### config.mk
export PLATFORM = sky130hd
export DESIGN_NAME = io_irq_ctrl_flat
export DESIGN_NICKNAME = d
export VERILOG_FILES = /design/src/rtl/io_irq_pkg.sv /design/src/rtl/io_irq_ctrl_if.sv /design/src/rtl/io_irq_ctrl_src_cond.sv /design/src/rtl/io_irq_ctrl.sv /design/src/flat_wrapper.sv
export SDC_FILE = /design/constraint.sdc
export NUM_CORES = 1
export LEC_CHECK = 0
export CORE_ASPECT_RATIO = 1.5
export CORE_MARGIN = 4
export CORE_UTILIZATION = 51
export CTS_CLUSTER_DIAMETER = 120
export CTS_CLUSTER_SIZE = 16
export DETAILED_ROUTE_END_ITERATION = 10
export GPL_ROUTABILITY_DRIVEN = 1
export PLACE_DENSITY = 0.79
export SYNTH_ARGS = -nofsm -noshare
export SYNTH_HDL_FRONTEND = slang
export SYNTH_SLANG_ARGS = --single-unit
### constraint.sdc
create_clock -name clk_i -period 1.63 [get_ports clk_i]
set_clock_uncertainty 0.2 [all_clocks]
set_input_delay 0.2445 -clock clk_i [delete_from_list [all_inputs] [get_ports clk_i]]
set_output_delay 0.2445 -clock clk_i [all_outputs]
set_load 0.01 [all_outputs]
### src/rtl/io_irq_pkg.sv
// Shared definitions for the io_irq_ctrl interrupt controller:
// register offsets, VEC field layout and the default I/O base address.
package io_irq_pkg;

  typedef enum logic [1:0] {
    REG_PEND = 2'd0,
    REG_MASK = 2'd1,
    REG_MODE = 2'd2,
    REG_VEC  = 2'd3
  } reg_off_e;

  localparam int unsigned VEC_VALID_BIT = 7;
  localparam logic [7:0]  DEF_BASE_ADDR = 8'hF0;

endpackage

### src/rtl/io_irq_ctrl_if.sv
// I/O port bus between the core (master) and the interrupt controller (slave).
interface io_irq_ctrl_if;
  logic [7:0] io_addr_i;
  logic [7:0] io_data_i;
  logic       io_we_i;
  logic [7:0] io_rdata_o;
  logic       io_sel_o;

  modport master (
    output io_addr_i, io_data_i, io_we_i,
    input  io_rdata_o, io_sel_o
  );

  modport slave (
    input  io_addr_i, io_data_i, io_we_i,
    output io_rdata_o, io_sel_o
  );
endinterface

### src/rtl/io_irq_ctrl_src_cond.sv
// Per-source conditioning for io_irq_ctrl: optional 2-flop synchronizer
// (macro IRQ_SYNC_EN), edge history flop and the edge/level pending bit.
module irq_src_cond (
  input  logic clk_i,
  input  logic rst_i,      // asynchronous, active-low
  input  logic i_src,
  input  logic i_mode,     // current MODE bit: 1 = edge, 0 = level
  input  logic i_mode_nxt, // MODE bit after this edge (includes a write in flight)
  input  logic i_clr,      // W1C request for this bit
  output logic o_pend
);

  logic w_src;
  logic r_hist;
  logic r_pend;

`ifdef IRQ_SYNC_EN
  logic r_sync1;
  logic r_sync2;

  // Two-stage synchronizer for asynchronous request lines
  always_ff @(posedge clk_i or negedge rst_i) begin
    if (!rst_i) begin
      r_sync1 <= 1'b0;
      r_sync2 <= 1'b0;
    end else begin
      r_sync1 <= i_src;
      r_sync2 <= r_sync1;
    end
  end

  assign w_src = r_sync2;
`else
  assign w_src = i_src;
`endif

  // History always tracks the conditioned level so a level->edge switch
  // starts from the current level; the switch cycle clears pending.
  always_ff @(posedge clk_i or negedge rst_i) begin
    if (!rst_i) begin
      r_hist <= 1'b0;
      r_pend <= 1'b0;
    end else begin
      r_hist <= w_src;
      if (!i_mode_nxt)
        r_pend <= w_src;
      else if (!i_mode)
        r_pend <= 1'b0;
      else
        r_pend <= (w_src & ~r_hist) | (r_pend & ~i_clr);
    end
  end

  assign o_pend = r_pend;

endmodule

### src/rtl/io_irq_ctrl.sv
// io_irq_ctrl: 8-source I/O-mapped interrupt controller driving the core's
// level irq input. Registers PEND/MASK/MODE/VEC at BASE_ADDR..BASE_ADDR+3.
// Optional macro IRQ_SYNC_EN adds a 2-flop synchronizer per source.
module io_irq_ctrl
  import io_irq_pkg::*;
#(
  parameter int unsigned NUM_SRC   = 8,
  parameter logic [7:0]  BASE_ADDR = DEF_BASE_ADDR
) (
  input  logic               clk_i,
  input  logic               rst_i,   // asynchronous, active-low
  input  logic [NUM_SRC-1:0] src_i,
  io_irq_ctrl_if.slave       bus,
  output logic               irq_o
);

  logic [NUM_SRC-1:0] r_mask;
  logic [NUM_SRC-1:0] r_mode;
  logic               r_irq;

  logic               w_sel;
  logic               w_wr;
  reg_off_e           w_off;
  logic [NUM_SRC-1:0] w_mode_nxt;
  logic [NUM_SRC-1:0] w_clr;
  logic [NUM_SRC-1:0] w_pend;
  logic [NUM_SRC-1:0] w_hit;
  logic [2:0]         w_idx;
  logic [7:0]         w_pend8;
  logic [7:0]         w_mask8;
  logic [7:0]         w_mode8;
  logic [7:0]         w_vec;
  logic [7:0]         w_rdata;

  assign w_sel = (bus.io_addr_i[7:2] == BASE_ADDR[7:2]);
  assign w_off = reg_off_e'(bus.io_addr_i[1:0]);
  assign w_wr  = bus.io_we_i & w_sel;

  assign w_mode_nxt = (w_wr && w_off == REG_MODE) ? bus.io_data_i[NUM_SRC-1:0] : r_mode;
  assign w_clr      = (w_wr && w_off == REG_PEND) ? bus.io_data_i[NUM_SRC-1:0] : '0;

  for (genvar g = 0; g < NUM_SRC; g++) begin : g_src
    irq_src_cond u_cond (
      .clk_i      (clk_i),
      .rst_i      (rst_i),
      .i_src      (src_i[g]),
      .i_mode     (r_mode[g]),
      .i_mode_nxt (w_mode_nxt[g]),
      .i_clr      (w_clr[g]),
      .o_pend     (w_pend[g])
    );
  end

  // MASK/MODE register writes and the registered core interrupt
  always_ff @(posedge clk_i or negedge rst_i) begin
    if (!rst_i) begin
      r_mask <= '0;
      r_mode <= '1;
      r_irq  <= 1'b0;
    end else begin
      if (w_wr && w_off == REG_MASK)
        r_mask <= bus.io_data_i[NUM_SRC-1:0];
      r_mode <= w_mode_nxt;
      r_irq  <= |(w_pend & r_mask);
    end
  end

  assign w_hit = w_pend & r_mask;

  // Lowest-index enabled pending source; scanning downwards lets the lowest win
  always_comb begin
    w_idx = '0;
    for (int unsigned i = 0; i < NUM_SRC; i++) begin
      if (w_hit[NUM_SRC-1-i])
        w_idx = 3'(NUM_SRC-1-i);
    end
  end

  // Zero-extend register views and assemble VEC
  always_comb begin
    w_pend8 = '0;
    w_mask8 = '0;
    w_mode8 = '0;
    w_vec   = '0;
    w_pend8[NUM_SRC-1:0] = w_pend;
    w_mask8[NUM_SRC-1:0] = r_mask;
    w_mode8[NUM_SRC-1:0] = r_mode;
    w_vec[VEC_VALID_BIT] = |w_hit;
    w_vec[2:0]           = w_idx;
  end

  // Combinational read mux, zero when the address is outside the block
  always_comb begin
    w_rdata = '0;
    if (w_sel) begin
      case (w_off)
        REG_PEND: w_rdata = w_pend8;
        REG_MASK: w_rdata = w_mask8;
        REG_MODE: w_rdata = w_mode8;
        REG_VEC:  w_rdata = w_vec;
        default:  w_rdata = '0;
      endcase
    end
  end

  assign bus.io_rdata_o = w_rdata;
  assign bus.io_sel_o   = w_sel;
  assign irq_o          = r_irq;

endmodule
### src/flat_wrapper.sv
// flat-port wrapper written by rule: the top's interface ports become plain ports
module io_irq_ctrl_flat import io_irq_pkg::*;
#(
  parameter int unsigned NUM_SRC   = 8,
  parameter logic [7:0]  BASE_ADDR = DEF_BASE_ADDR
)
  (clk_i, rst_i, src_i, irq_o, bus_io_addr_i, bus_io_data_i, bus_io_we_i, bus_io_rdata_o, bus_io_sel_o);
  io_irq_ctrl_if bus_i ();
  input  logic clk_i;
  input  logic rst_i;
  input  logic [NUM_SRC-1:0] src_i;
  output logic irq_o;
  input wire logic [$bits(bus_i.io_addr_i)-1:0] bus_io_addr_i;
  input wire logic [$bits(bus_i.io_data_i)-1:0] bus_io_data_i;
  input wire logic [$bits(bus_i.io_we_i)-1:0] bus_io_we_i;
  output wire logic [$bits(bus_i.io_rdata_o)-1:0] bus_io_rdata_o;
  output wire logic [$bits(bus_i.io_sel_o)-1:0] bus_io_sel_o;
  assign bus_i.io_addr_i = bus_io_addr_i;
  assign bus_i.io_data_i = bus_io_data_i;
  assign bus_i.io_we_i = bus_io_we_i;
  assign bus_io_rdata_o = bus_i.io_rdata_o;
  assign bus_io_sel_o = bus_i.io_sel_o;
  io_irq_ctrl #(.NUM_SRC(NUM_SRC), .BASE_ADDR(BASE_ADDR)) u_core (.clk_i(clk_i), .rst_i(rst_i), .src_i(src_i), .bus(bus_i), .irq_o(irq_o));
endmodule
Fig. 1: run 1, zoomed window
Region (16, 28) to (41, 53) um. Cells in gray, sequential cells in the stronger gray; small squares are vias.
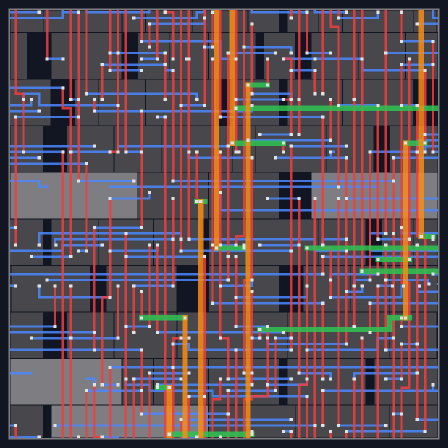
| layer | color |
|---|---|
| met2 | red |
| met4 | orange |
| met1 | blue |
| met3 | green |
most frequent: buf_4 (16), buf_6 (9), dfrtp_1 (4)
netlist names of flops here include: u_core.r_mask (3), u_core.g_src.u_cond.o_pend (1)
cells with their middle in the window: 56
sequential cells in the window: 4

Fig. 2: run 1, met2 routing
(4 px per um)
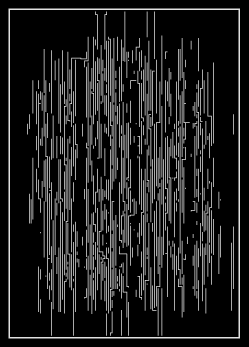
nets with wire on the layer: 282
longest straight run: 34.3 um
main direction: vertical
wire length on this layer: 3,390 um
share of all routed wire: 53%

==> run notes, run 1 <==
Results of the implementation run.

The slack of the worst reg-to-reg path came out at 0.09 ns. In the final report, the number of endpoints failing setup comes to 8. For reference, the critical path cell chain is buf_6 > a22oi_2 > buf_4 > nand2_1 > a32oi_1 > nor3_1 > buf_2. The multiplexer fraction of the synthesized cell area is 0.173. The non-clock buffering overhead in the final layout is 0.291.

The largest driver fanout on the critical path is 3. The part of the total power dissipated in the clock network came out at 0.318. The worst setup path is of the reg2out kind.

The cell-mix breakdown from Yosys lists the simple-gate area share as 0.165. met1 track demand over resource after global routing is 0.276. Once the clock tree was built, the resizer swapped 91 gates to a different size. The number of flip-flops and latches is 33. The share of total power dissipated in combinational logic is 0.224.

In this run the count of I/O pins placed on the die edge is 37. The kind of capture point of the worst setup path is an output pin. The startpoint identified for the worst register-to-register timing path is u_core.r_mask[4]. The post-CTS setup buffer count came out at 12. The maximum level of the CTS H-tree came out at 2.

According to the timing report, the critical path is launched from u_core.r_mask[4]. The initial antenna violation count is 0. The longest individual stage delay on the worst path is between 0.4 and 0.5 ns. The total global routing track utilization came out at 0.288.

The area share of the leading cell type in the synthesized netlist is 0.339. The net count after synthesis came out at slightly above 200. The per-cell routed wire length is ~20 um.

For this run, the detailed router reports a per-instance via density of 6.08. The cell count listed in synth_stat.txt is 177. The largest cell class by area is logic gates.

Of all the cell area in the finished design, the clock network holds 0.0306. The most numerous logic cell after layout is sky130_fd_sc_hd__buf_4. The flow ran to the end, but the final reports show violations.

The count of inserted antenna diode cells came out at 0. The routed length on met2 is 3390 um. The final reports fail on negative setup slack.

The amount of wire on met3 after detailed routing came out at 407 um. The finished layout reports a core utilization of 0.853. The Yosys warning count is 0. The fraction of the mapped netlist area in compound gates came out at 0.167. The class of the worst hold path is in2async.

The xor/xnor share of the synthesized area is 0. The maximum achievable frequency is roughly 470 MHz. The via count of the first global-routing pass came out at 2,090. Across all setup checks in the final design, the least slack found is -0.482 ns. The core utilization before placement came out at 0.536. The multi-input combinational cells in the finished layout cover a total of roughly 0.0011 mm^2.

Of the cells placed in the final design, the portion with a size suffix greater than 1 is 0.478. The post-layout net count is 304. The post-synth tally of flip-flops with integrated enable came out at 0. The power report puts the leakage power at 1.32 nW. For this run, asynchronously set or reset flops after synthesis account for 1.00. Of the available clock period, the critical path in the final layout requires 1.30. The width of the chip is 57.2 um. The number of library cell types mapped by synthesis came out at 34. STA classifies the critical path startpoint as a flip-flop. The share of cell area taken by multi-input logic gates is 0.363.

The final hold slack came out at around 0.12 ns. Setup repair after global routing could not meet its margin everywhere. The total congestion overflow after global routing came out at 0.

Registers take 836 um^2. Looking at the critical path, the single cell with the biggest stage delay is sky130_fd_sc_hd__dfrtp_1. The power spent charging and discharging nets came out at about 0.5 mW. In the per-layer summary, the met1 wirelength comes to ~2300 um.
Fig. 3: run 1, cells by drive strength
(6 px per um)
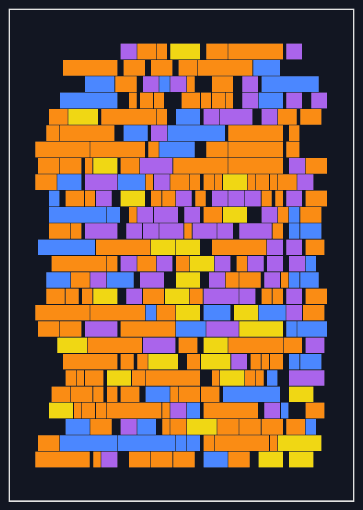
| size | color | cells | share | most used |
|---|---|---|---|---|
| drive 3 to 4 | purple | 61 | 22% | buf_4 |
| drive 2 | blue | 45 | 16% | buf_2 |
| drive 1 or less | orange | 145 | 52% | dfrtp_1 |
| drive 6 and up | yellow | 27 | 9.7% | buf_6 |
Worst Slack Setup Final: -0.482 ns
Signal buffers: 100

--- run 2 (diff from run 1) ---
- SETUP_SLACK_MARGIN: not set -> 0.3
==> run notes, run 2 <==
Quick summary of the implementation run below.

Run status: did not finish (was finished with violations). The stage where the run came to a stop is 5_1_grt. The first error in the log reads "[ERROR DPL-0033] detailed placement checks failed during check placement". The core utilization before placement is 0.536 (unchanged). The number of cells produced by synthesis is 177 (unchanged). The maximum level of the CTS H-tree came out at 2 (unchanged).

The number of clock buffers inserted by TritonCTS is 5 (unchanged). The leading register cell type out of synthesis was sky130_fd_sc_hd__dfrtp_1 (unchanged). The largest family of logic cells by area was multiplexers (unchanged). The synthesized area is 0.00185 mm^2 (unchanged).

The number of buffers inserted by hold repair at cts came to 0 (unchanged). The Yosys warning count was 0 (unchanged). The share of flip-flops with an asynchronous set or reset came out at 1.00 (unchanged). The worst endpoint type is a top-level output.

The largest net degree at the start of global routing is 34. The multiplexer fraction of the synthesized cell area is 0.173 (unchanged). The adder-cell share of the synthesized area came to 0 (unchanged).

Synth top cells by count: 25 x sky130_fd_sc_hd__dfrtp_1, 16 x sky130_fd_sc_hd__mux2_2, 14 x sky130_fd_sc_hd__a21oi_1, 14 x sky130_fd_sc_hd__mux2i_1, 13 x sky130_fd_sc_hd__nor3_1 (unchanged). The fraction of the mapped netlist area in compound gates is 0.167 (unchanged). The post-placement worst setup slack came out at -0.843 ns (was -0.861 ns).

The number of gates resized after cts came to 148 (was 91). The area share of the leading cell type in the synthesized netlist is 0.339 (unchanged). The global placement routability congestion is 0.922 (was 0.939). The initial antenna violation count came out at 0. The post-CTS setup buffer count came out at 14 (was 12). The flop and latch count out of synthesis is 33 (unchanged).

The root buffer cell was sky130_fd_sc_hd__clkbuf_8 (unchanged). The cell count listed in synth_stat.txt came out at 177 (unchanged). The simple-gate share of the synthesized area came to 0.165 (unchanged). The cell count after placement was 291 (was 299). The post-synth tally of flip-flops with integrated enable is 0 (unchanged). The TritonCTS sink count was 33 (unchanged). The cell area after placement came out at 0.00260 mm^2 (was 0.00262 mm^2). The post-synthesis sequential area ratio is 0.452 (unchanged).

The post-synthesis cell type with the largest combined area is sky130_fd_sc_hd__dfrtp_1 (unchanged). The number of library cell types mapped by synthesis is 34 (unchanged). The xor/xnor share of the synthesized area is 0 (unchanged). The area of the synthesized netlist per yosys stat was 0.00185 mm^2 (unchanged). The post-synthesis average cell area came out at 10.4 um^2 (unchanged). Biggest area cells: sky130_fd_sc_hd__dfrtp_1 34%, sky130_fd_sc_hd__dfstp_2 11%, sky130_fd_sc_hd__mux2_2 9.7% (unchanged). The height of the die was 81.7 um (unchanged). The placement row count came to 26 (unchanged).

The maximum count of clock buffers along a single path is 2 (unchanged). The net count after synthesis is 204 (unchanged). The number of input and output port buffers inserted is 36 (unchanged). The last iteration of the global-route repair reported its worst endpoint as bus_io_rdata_o[7]. The post-detailed-placement half-perimeter wirelength was 4040 um (was 3990 um). The most popular library cell in the synthesized design by count is sky130_fd_sc_hd__dfrtp_1 (unchanged). The number of I/O pins came to 37 (unchanged).

The width of the chip is 57.2 um (unchanged).
--- run 3 (diff from run 2) ---
- CORE_ASPECT_RATIO: 1.5 -> not set
- CORE_UTILIZATION: 51 -> 40
- CTS_CLUSTER_DIAMETER: 120 -> not set
- CTS_CLUSTER_SIZE: 16 -> not set
- PLACE_DENSITY: 0.79 -> not set
- PLACE_DENSITY_LB_ADDON: not set -> 0.15
- SETUP_SLACK_MARGIN: 0.3 -> not set
Fig. 4: run 3, cells by drive strength
(6 px per um)
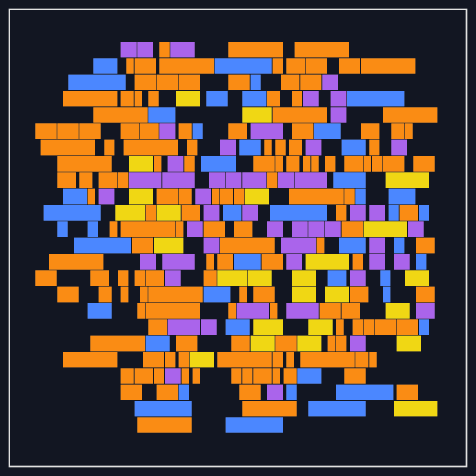
| size | color | cells | share | most used |
|---|---|---|---|---|
| drive 1 or less | orange | 151 | 56% | dfrtp_1 |
| drive 6 and up | yellow | 25 | 9.3% | buf_6 |
| drive 2 | blue | 44 | 16% | buf_2 |
| drive 3 to 4 | purple | 50 | 19% | buf_4 |
Signal buffers: 92
finished layout cell area: 0.00287 mm^2
Worst Slack Setup Final: -0.368 ns

==> run notes, run 3 <==
Results of the implementation run.

Run status: finished with violations (was did not finish). The final reports fail on negative setup slack. The share of layout cells above drive strength 1 is 0.441. The xor/xnor share of the synthesized area was 0 (unchanged). The adder-cell share of the synthesized area came out at 0 (unchanged). The routed length on met2 came out at 2700 um. Per the OpenROAD power report, leakage power amounts to ~1.3 nW. The clock group total power came out at about 0.59 mW.

The width of the chip came out at 76.0 um (was 57.2 um). The fraction of area in clock buffers and inverters is 0.0279. Entering global routing, the biggest net connects 34 pins.

The worst setup path is launched from a flip-flop. The number of flip-flops and latches came out at 33. The layout clock buffer count is 8. The kind of capture point of the worst setup path is an output pin. The cell count after placement is 307 (was 291).

The post-detailed-route via-to-cell ratio is between 5 and 6. The total area of sequential cells came out at 838 um^2. The critical-path cell with the highest stage delay is sky130_fd_sc_hd__dfrtp_2. The placement row count came out at 24 (was 26).

The via count of the first global-routing pass is approximately 1,900. The post-detailed-placement half-perimeter wirelength came out at 3840 um (was 4040 um). The final hold slack came out at about 0.13 ns. The cell area after placement was 0.00263 mm^2 (was 0.00260 mm^2). The cell count listed in synth_stat.txt is 177 (unchanged). The maximum level of the CTS H-tree is 2 (unchanged).

The biggest area consumer among cell classes is logic gates. The area of combinational cells with multiple inputs is 0.00103 mm^2. The number of gates resized after cts came out at 80 (was 148). Together, buffers and inverters on the worst path number 2. The most popular library cell in the synthesized design by count is sky130_fd_sc_hd__dfrtp_1 (unchanged). The number of library cell types mapped by synthesis is 34 (unchanged). The area share of the leading cell type in the synthesized netlist came out at 0.339 (unchanged). The post-placement worst setup slack is -0.877 ns (was -0.843 ns). The amount of wire on met3 after detailed routing came out at 225 um. The post-synth tally of flip-flops with integrated enable is 0 (unchanged). Grouping stages by cell kind, the critical path spends the most delay in flip-flops. The multiplexer fraction of the synthesized cell area came out at 0.173 (unchanged).

The post-route fraction of the period consumed by the critical path came out at 1.23. Setup repair after global routing could not meet its margin everywhere. The power share of the combinational group is 0.214. STA reports the tightest min-delay check as being of type in2async.

The share of flip-flops with an asynchronous set or reset is 1.00 (unchanged). The critical path starts at u_core.g_src[4].u_cond.o_pend. The post-CTS setup buffer count came out at 9 (was 14).

The post-synthesis average cell area came out at 10.4 um^2 (unchanged). The core utilization before placement was 0.419 (was 0.536). The slack of the critical path is -0.368 ns.

The count of inserted antenna diode cells is 0. Summed over all layers, the global routing overflow is 0. By instance count after routing, the leading logic cell type is sky130_fd_sc_hd__buf_4. The routed length on met1 is 2400 um. Biggest area cells: sky130_fd_sc_hd__dfrtp_1 34%, sky130_fd_sc_hd__dfstp_2 11%, sky130_fd_sc_hd__mux2_2 9.7% (unchanged). The total wire length after detailed routing came out at 5390 um.

The longest individual stage delay on the worst path came out at between 0.4 and 0.5 ns. Non-clock inverters in the final layout number 11. The number of cells produced by synthesis came out at 177 (unchanged).

The root buffer cell is sky130_fd_sc_hd__clkbuf_8 (unchanged). The global placement routability congestion was 0.851 (was 0.922). The TritonCTS sink count is 33 (unchanged). The largest family of logic cells by area is multiplexers (unchanged). The part of the total power dissipated in the clock network came out at 0.310. The post-layout net count is approximately 300. The net count after synthesis is 204 (unchanged). The end-of-flow timing check tallies setup violations at 8. The non-clock buffering overhead in the final layout came out at 0.282. Synth top cells by count: 25 x sky130_fd_sc_hd__dfrtp_1, 16 x sky130_fd_sc_hd__mux2_2, 14 x sky130_fd_sc_hd__a21oi_1, 14 x sky130_fd_sc_hd__mux2i_1, 13 x sky130_fd_sc_hd__nor3_1 (unchanged).

The number of input and output port buffers inserted came out at 36 (unchanged). The Yosys warning count came to 0 (unchanged). The fraction of the mapped netlist area in compound gates came out at 0.167 (unchanged). The initial antenna violation count came out at 0.

The slack of the worst reg-to-reg path came out at 0.09 ns. The startpoint identified for the worst register-to-register timing path is u_core.g_src[4].u_cond.o_pend. The post-synthesis sequential area ratio is 0.452 (unchanged). The leading register cell type out of synthesis is sky130_fd_sc_hd__dfrtp_1 (unchanged). The maximum count of clock buffers along a single path came out at 2 (unchanged). The number of clock buffers inserted by TritonCTS is 5 (unchanged).

By startpoint and endpoint, the worst setup path is classified as reg2out. Based on the critical path, the design can be clocked at up to 501 MHz. The clock transition at the register clock pins on the worst setup and hold paths after CTS is 0.06 ns. The area of the synthesized netlist per yosys stat is 0.00185 mm^2 (unchanged). Per the timing report, the biggest fanout along the worst path comes to 3.

For this run, the total global-route usage over all layers was measured as 0.192. Walking the worst path, the cells encountered are buf_6 > a22oi_2 > nand4_1 > a31oi_1 > nor2_1 > buf_2. The post-synthesis cell type with the largest combined area is sky130_fd_sc_hd__dfrtp_1 (unchanged).

The simple-gate share of the synthesized area came out at 0.165 (unchanged). The synthesized area came out at 0.00185 mm^2 (unchanged). The post-layout minimum cycle time is 2.00 ns. The share of cell area taken by multi-input logic gates came out at 0.361. The power spent charging and discharging nets is approximately 0.5 mW.
Fig. 5: run 3, routing congestion map
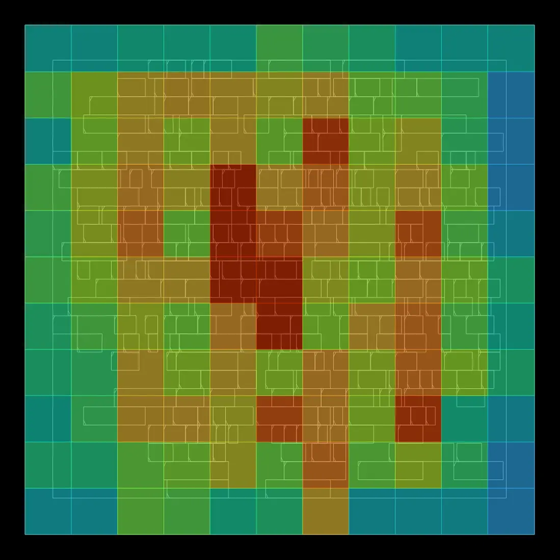
global route hottest layer: met2
final core area utilization: 0.649
Routed wire per std cell: 16.7 um
met2 track demand over resource in global routing: 0.317

Power is estimated from default activity; no workload was simulated.
